File: src/rtl/cronometro_bcd.sv
// rtl/cronometro_bcd.sv - stopwatch core: 0.1 s prescaler, BCD cascade 0:00.0..9:59.9, start/stop/lap/clear FSM
//
// Ports:
//   clk         system clock, rising edge
//   rst         synchronous active-high reset
//   start_stop  level input, rising edge toggles run/stop
//   lap         level input, rising edge toggles lap freeze while running
//   clear       level input, rising edge zeroes count and prescaler when stopped
//   count       tenths digit (0-9), registered
//   dec         seconds units digit (0-9), registered
//   cent        seconds tens digit (0-5), registered
//   mil         minutes digit (0-9), registered
//   running     high in RUN and LAP
//   frozen      high in LAP
//   wrap        one-cycle pulse together with the 9:59.9 -> 0:00.0 display update
module cronometro_bcd #(
    parameter int DIV = 5_000_000,
    parameter int N   = 4
) (
    input  logic         clk,
    input  logic         rst,
    input  logic         start_stop,
    input  logic         lap,
    input  logic         clear,
    output logic [N-1:0] count,
    output logic [N-1:0] dec,
    output logic [N-1:0] cent,
    output logic [N-1:0] mil,
    output logic         running,
    output logic         frozen,
    output logic         wrap
);

    localparam int PW = (DIV > 2) ? $clog2(DIV) : 1;
    localparam logic [PW-1:0] PRESC_LAST = PW'(DIV - 1);
    localparam logic [N-1:0]  D0 = '0;
    localparam logic [N-1:0]  D5 = N'(5);
    localparam logic [N-1:0]  D9 = N'(9);

    typedef enum logic [1:0] {
        ST_STOP = 2'd0,
        ST_RUN  = 2'd1,
        ST_LAP  = 2'd2
    } state_t;

    state_t          state_q, state_d;
    logic            start_prev_q, lap_prev_q, clear_prev_q;
    logic [PW-1:0]   presc_q, presc_d;
    logic [4*N-1:0]  live_q, live_d;
    logic [4*N-1:0]  frz_q, frz_d;
    logic [4*N-1:0]  out_q, out_d;
    logic            running_q, frozen_q, wrap_q, wrap_d;

    logic start_edge, lap_edge, clear_edge;
    logic cnt_en, do_clear, capture, show_frz, tick;

    assign start_edge = start_stop & ~start_prev_q;
    assign lap_edge   = lap & ~lap_prev_q;
    assign clear_edge = clear & ~clear_prev_q;

    // FSM state register
    always_ff @(posedge clk) begin
        if (rst) begin
            state_q <= ST_STOP;
        end else begin
            state_q <= state_d;
        end
    end

    // FSM next state; clear beats start in STOP, start beats lap elsewhere
    always_comb begin
        state_d = state_q;
        case (state_q)
            ST_STOP: begin
                if (clear_edge) begin
                    state_d = ST_STOP;
                end else if (start_edge) begin
                    state_d = ST_RUN;
                end
            end
            ST_RUN: begin
                if (start_edge) begin
                    state_d = ST_STOP;
                end else if (lap_edge) begin
                    state_d = ST_LAP;
                end
            end
            ST_LAP: begin
                if (start_edge) begin
                    state_d = ST_STOP;
                end else if (lap_edge) begin
                    state_d = ST_RUN;
                end
            end
            default: state_d = ST_STOP;
        endcase
    end

    // FSM outputs
    always_comb begin
        cnt_en   = 1'b0;
        do_clear = 1'b0;
        capture  = 1'b0;
        show_frz = 1'b0;
        case (state_q)
            ST_STOP: do_clear = clear_edge;
            ST_RUN: begin
                cnt_en  = 1'b1;
                capture = lap_edge & ~start_edge;
            end
            ST_LAP:  cnt_en = 1'b1;
            default: cnt_en = 1'b0;
        endcase
        // The output register follows the state being entered, so a freeze
        // takes effect on the first cycle after the lap edge.
        show_frz = (state_d == ST_LAP);
    end

    assign tick = cnt_en && (presc_q == PRESC_LAST);

    // Prescaler holds in STOP so a resumed run keeps its partial interval
    always_comb begin
        presc_d = presc_q;
        if (do_clear) begin
            presc_d = '0;
        end else if (cnt_en) begin
            presc_d = tick ? '0 : presc_q + PW'(1);
        end
    end

    // BCD cascade: live_q = {mil, cent, dec, count}
    always_comb begin
        live_d = live_q;
        wrap_d = 1'b0;
        if (do_clear) begin
            live_d = '0;
        end else if (tick) begin
            if (live_q[N-1:0] != D9) begin
                live_d[N-1:0] = live_q[N-1:0] + N'(1);
            end else begin
                live_d[N-1:0] = D0;
                if (live_q[2*N-1:N] != D9) begin
                    live_d[2*N-1:N] = live_q[2*N-1:N] + N'(1);
                end else begin
                    live_d[2*N-1:N] = D0;
                    if (live_q[3*N-1:2*N] != D5) begin
                        live_d[3*N-1:2*N] = live_q[3*N-1:2*N] + N'(1);
                    end else begin
                        live_d[3*N-1:2*N] = D0;
                        if (live_q[4*N-1:3*N] != D9) begin
                            live_d[4*N-1:3*N] = live_q[4*N-1:3*N] + N'(1);
                        end else begin
                            live_d[4*N-1:3*N] = D0;
                            wrap_d            = 1'b1;
                        end
                    end
                end
            end
        end
    end

    // The freeze copy takes the pre-tick live value, hiding a tick in the lap cycle
    assign frz_d = capture ? live_q : frz_q;
    assign out_d = show_frz ? frz_d : live_d;

    always_ff @(posedge clk) begin
        if (rst) begin
            start_prev_q <= 1'b0;
            lap_prev_q   <= 1'b0;
            clear_prev_q <= 1'b0;
            presc_q      <= '0;
            live_q       <= '0;
            frz_q        <= '0;
            out_q        <= '0;
            running_q    <= 1'b0;
            frozen_q     <= 1'b0;
            wrap_q       <= 1'b0;
        end else begin
            start_prev_q <= start_stop;
            lap_prev_q   <= lap;
            clear_prev_q <= clear;
            presc_q      <= presc_d;
            live_q       <= live_d;
            frz_q        <= frz_d;
            out_q        <= out_d;
            running_q    <= (state_d != ST_STOP);
            frozen_q     <= (state_d == ST_LAP);
            wrap_q       <= wrap_d;
        end
    end

    assign count   = out_q[N-1:0];
    assign dec     = out_q[2*N-1:N];
    assign cent    = out_q[3*N-1:2*N];
    assign mil     = out_q[4*N-1:3*N];
    assign running = running_q;
    assign frozen  = frozen_q;
    assign wrap    = wrap_q;

endmodule

File: config.mk
export PLATFORM = sky130hd
export DESIGN_NAME = cronometro_bcd
export DESIGN_NICKNAME = d
export VERILOG_FILES = /design/src/rtl/cronometro_bcd.sv
export SDC_FILE = /design/constraint.sdc
export NUM_CORES = 1
export LEC_CHECK = 0
export CORE_MARGIN = 8
export CORE_UTILIZATION = 40
export DETAILED_ROUTE_END_ITERATION = 12
export SYNTH_ARGS = -nofsm -noshare
export SYNTH_HDL_FRONTEND = slang
export SYNTH_SLANG_ARGS = --single-unit
File: constraint.sdc
create_clock -name clk -period 4.1 [get_ports clk]
set_input_delay 1.025 -clock clk [delete_from_list [all_inputs] [get_ports clk]]
set_output_delay 1.025 -clock clk [all_outputs]
set_load 0.05 [all_outputs]
### Pin map

Scale: 4 px per um. Pins as bars across the die edge, other pins in grey.
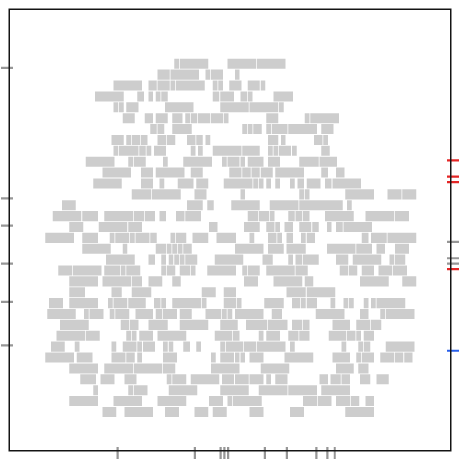
Key: blue = `lap` [pins 1, direction input, edge east]; red = `count` [pins 4, direction output, edge east]
All pins by edge: 10 south, 8 east, 6 west.

### Sequential cells grouped by signal name

Scale: 2 px per um. Other sequential cells in the stronger grey, the rest of the logic in the fainter grey.
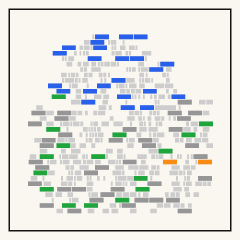
Key: green = `frz_q` [placed flops 16]; blue = `presc_q` [placed flops 23]; orange = `state_q` [placed flops 2]
Another 38 sequential cells are not coloured.

==> reports/metrics.cfg <==
[power]
p_leak_nw = 1.379
cellPowerDensity_nw_per_um2 = 355.7
peakVddDrop_mv = 0.1413

[sta]
worst_slack_ps = 1121
rsz0062_at_grt = false
hold_viol_final = 0
finalSetupViolations = 0
min_period_over_period_pct = 72.67
finalHoldWorstSlack_ps = 501.7
slew_headroom_pct = 45.88
worst_pin_slew_ps = 805.1
fmax_mhz = 335.7

[setup_path]
crit_family = simple AND/OR/NAND/NOR gates
crit_path_start_kind = flop
crit_end = presc_q[20]$_SDFFE_PP0P_
crit_required_ps = 4310
cp_data_arrival_time_ps = 3190
end_kind = flop
timing.rr.end = presc_q[20]$_SDFFE_PP0P_
crit_fanout = 20
path_class = reg -> reg
rrSetupSlack_ps = 1120
startpoint = state_q[1]$_SDFF_PP0_
r2r_cells = 7
reg2reg_from = state_q[1]$_SDFF_PP0_
crit_chain = inv_1 -> ha_1 -> nand4_1 -> nor4_2 -> nand2_1 -> nand2_1 -> nor2_1
cp_common_cell = nand2_1

[floorplan]
ios = 24
rows = 34
core_area_um2 = 8636
fp.dieW_um = 110.0
chipArea_um2 = 12100
die_y_um = 110.0
fp_util_pct = 40.93

[logic_synthesis]
flop_cell = dfxtp_1
yosysCellCount = 383
synthMuxAreaShare_pct = 9.381
simple_gate_share_pct = 24.21
ys_sh_adder_pct = 3.186
top_cells_by_count = dfxtp_1, nor2_1, nand2_1
synth-edff-count = 0
postSynth.asyncResetShare_pct = 0
ys.flops = 79
syn-cell-area_um2 = 3535
synth_warnings = 0
top_cell = dfxtp_1
aoi_share_pct = 8.991
synth_area_per_cell_um2 = 9.229
ys_seq_share_pct = 44.74

[min_path]
min_to = presc_q[1]$_SDFFE_PP0P_
worstHoldStart = presc_q[1]$_SDFFE_PP0P_
worstHoldPathType = reg -> reg

[placed_design]
hpwl_um = 5066
gp_congestion = 0.7686
place_ws_ps = 747.3
port_buffers = 23
placed_area_um2 = 3876

[global_route]
groute.usage.overall_pct = 13.08
grt_pass1_wl_um = 12480
antenna_found_initial = 0
first_global_vias = 2606

[drt]
wl_per_cell_um = 14.12
drtAntennaViolNets = 0
drc_errors = 0
drt-initial-drc-count = 98
vias = 2714

[clock_tree]
cts.path.max_buffers = 2
clock_latency_ps = 360
cts-root-buf = clkbuf_8
hold_buffers = 0
clock_sinks = 79
path_clk_slew_ps = 90
cts_max_level = 3
cts_setup_buffers = 0

[cells_and_area]
postLayoutCellArea_um2 = 4093
nets = 420
layout-drive-gt1-share_pct = 10.46
area_delta_synth_final_pct = 15.79
diodes = 0

[run]
warning_count = 31

[run_status]
status = finished clean

## stage by stage
stage | std cells | total power, mW
2_1_floorplan | 383 | 0.8359
3_3_place_gp | 503 | 0.8602
3_5_place_dp | 503 | 0.8609
4_1_cts | 519 | 1.475
5_1_grt | 519 | 1.517
6_report | 519 | 1.456
## state kept, by name (all words and copies together), names as in the netlist, 2 cells and up
| register | flops |
|---|---|
| state_q | 2 |
| live_q | 16 |
| frz_q | 16 |
| presc_q | 23 |
| out_q | 16 |
## routing by layer
| layer | vias up | global-route usage [%] | wire length (um) |
|---|---|---|---|
| met4 | 0 | 5.014 | 95 |
| li1 | 1380 | - | - |
| met1 | 1268 | 16.97 | 3638 |
| met3 | 9 | 4.128 | 383 |
| met5 | - | 0 | 0 |
| met2 | 57 | 19.82 | 3213 |
## cell type report
class / instances / area, um^2
Clock buffer: 11 / 151.4
Sequential cell: 79 / 1582
Fill cell: 844 / 4543
Inverter: 22 / 82.58
Tap cell: 108 / 135.1
Multi-Input combinational cell: 265 / 1802
Clock inverter: 5 / 65.06
Timing Repair Buffer: 29 / 275.3
## cells in the final DEF, fill, tap and decap left out, drive strengths merged, types with 3 or more instances in the layout
master,n
xor2,4
inv,23
and2,4
buf,6
nor4,10
dfxtp,79
o211ai,3
nor2b,5
nor2,58
or4,4
clkdlybuf4s50,23
a31oi,3
ha,9
o31ai,4
mux2,9
o2bb2ai,7
clkbuf,11
xnor2,17
nand4,6
nand3,9
and3b,3
nand2,26
o21ai,4
nand2b,3
o41ai,4
mux2i,23
or3,8
a21oi,6
nor3,13
## worst min-delay path, stage by stage (launching register included)
cell,delay [ps]
dfxtp_1,330
nand2b_1,70
a21oi_1,50
## power by group
group,total (mW),switching (mW),internal (mW)
logic,0.0688,0.0444,0.0244
clock network,0.614,0.294,0.320
registers,0.774,0.00255,0.771
Power and IR drop assume default switching activity.
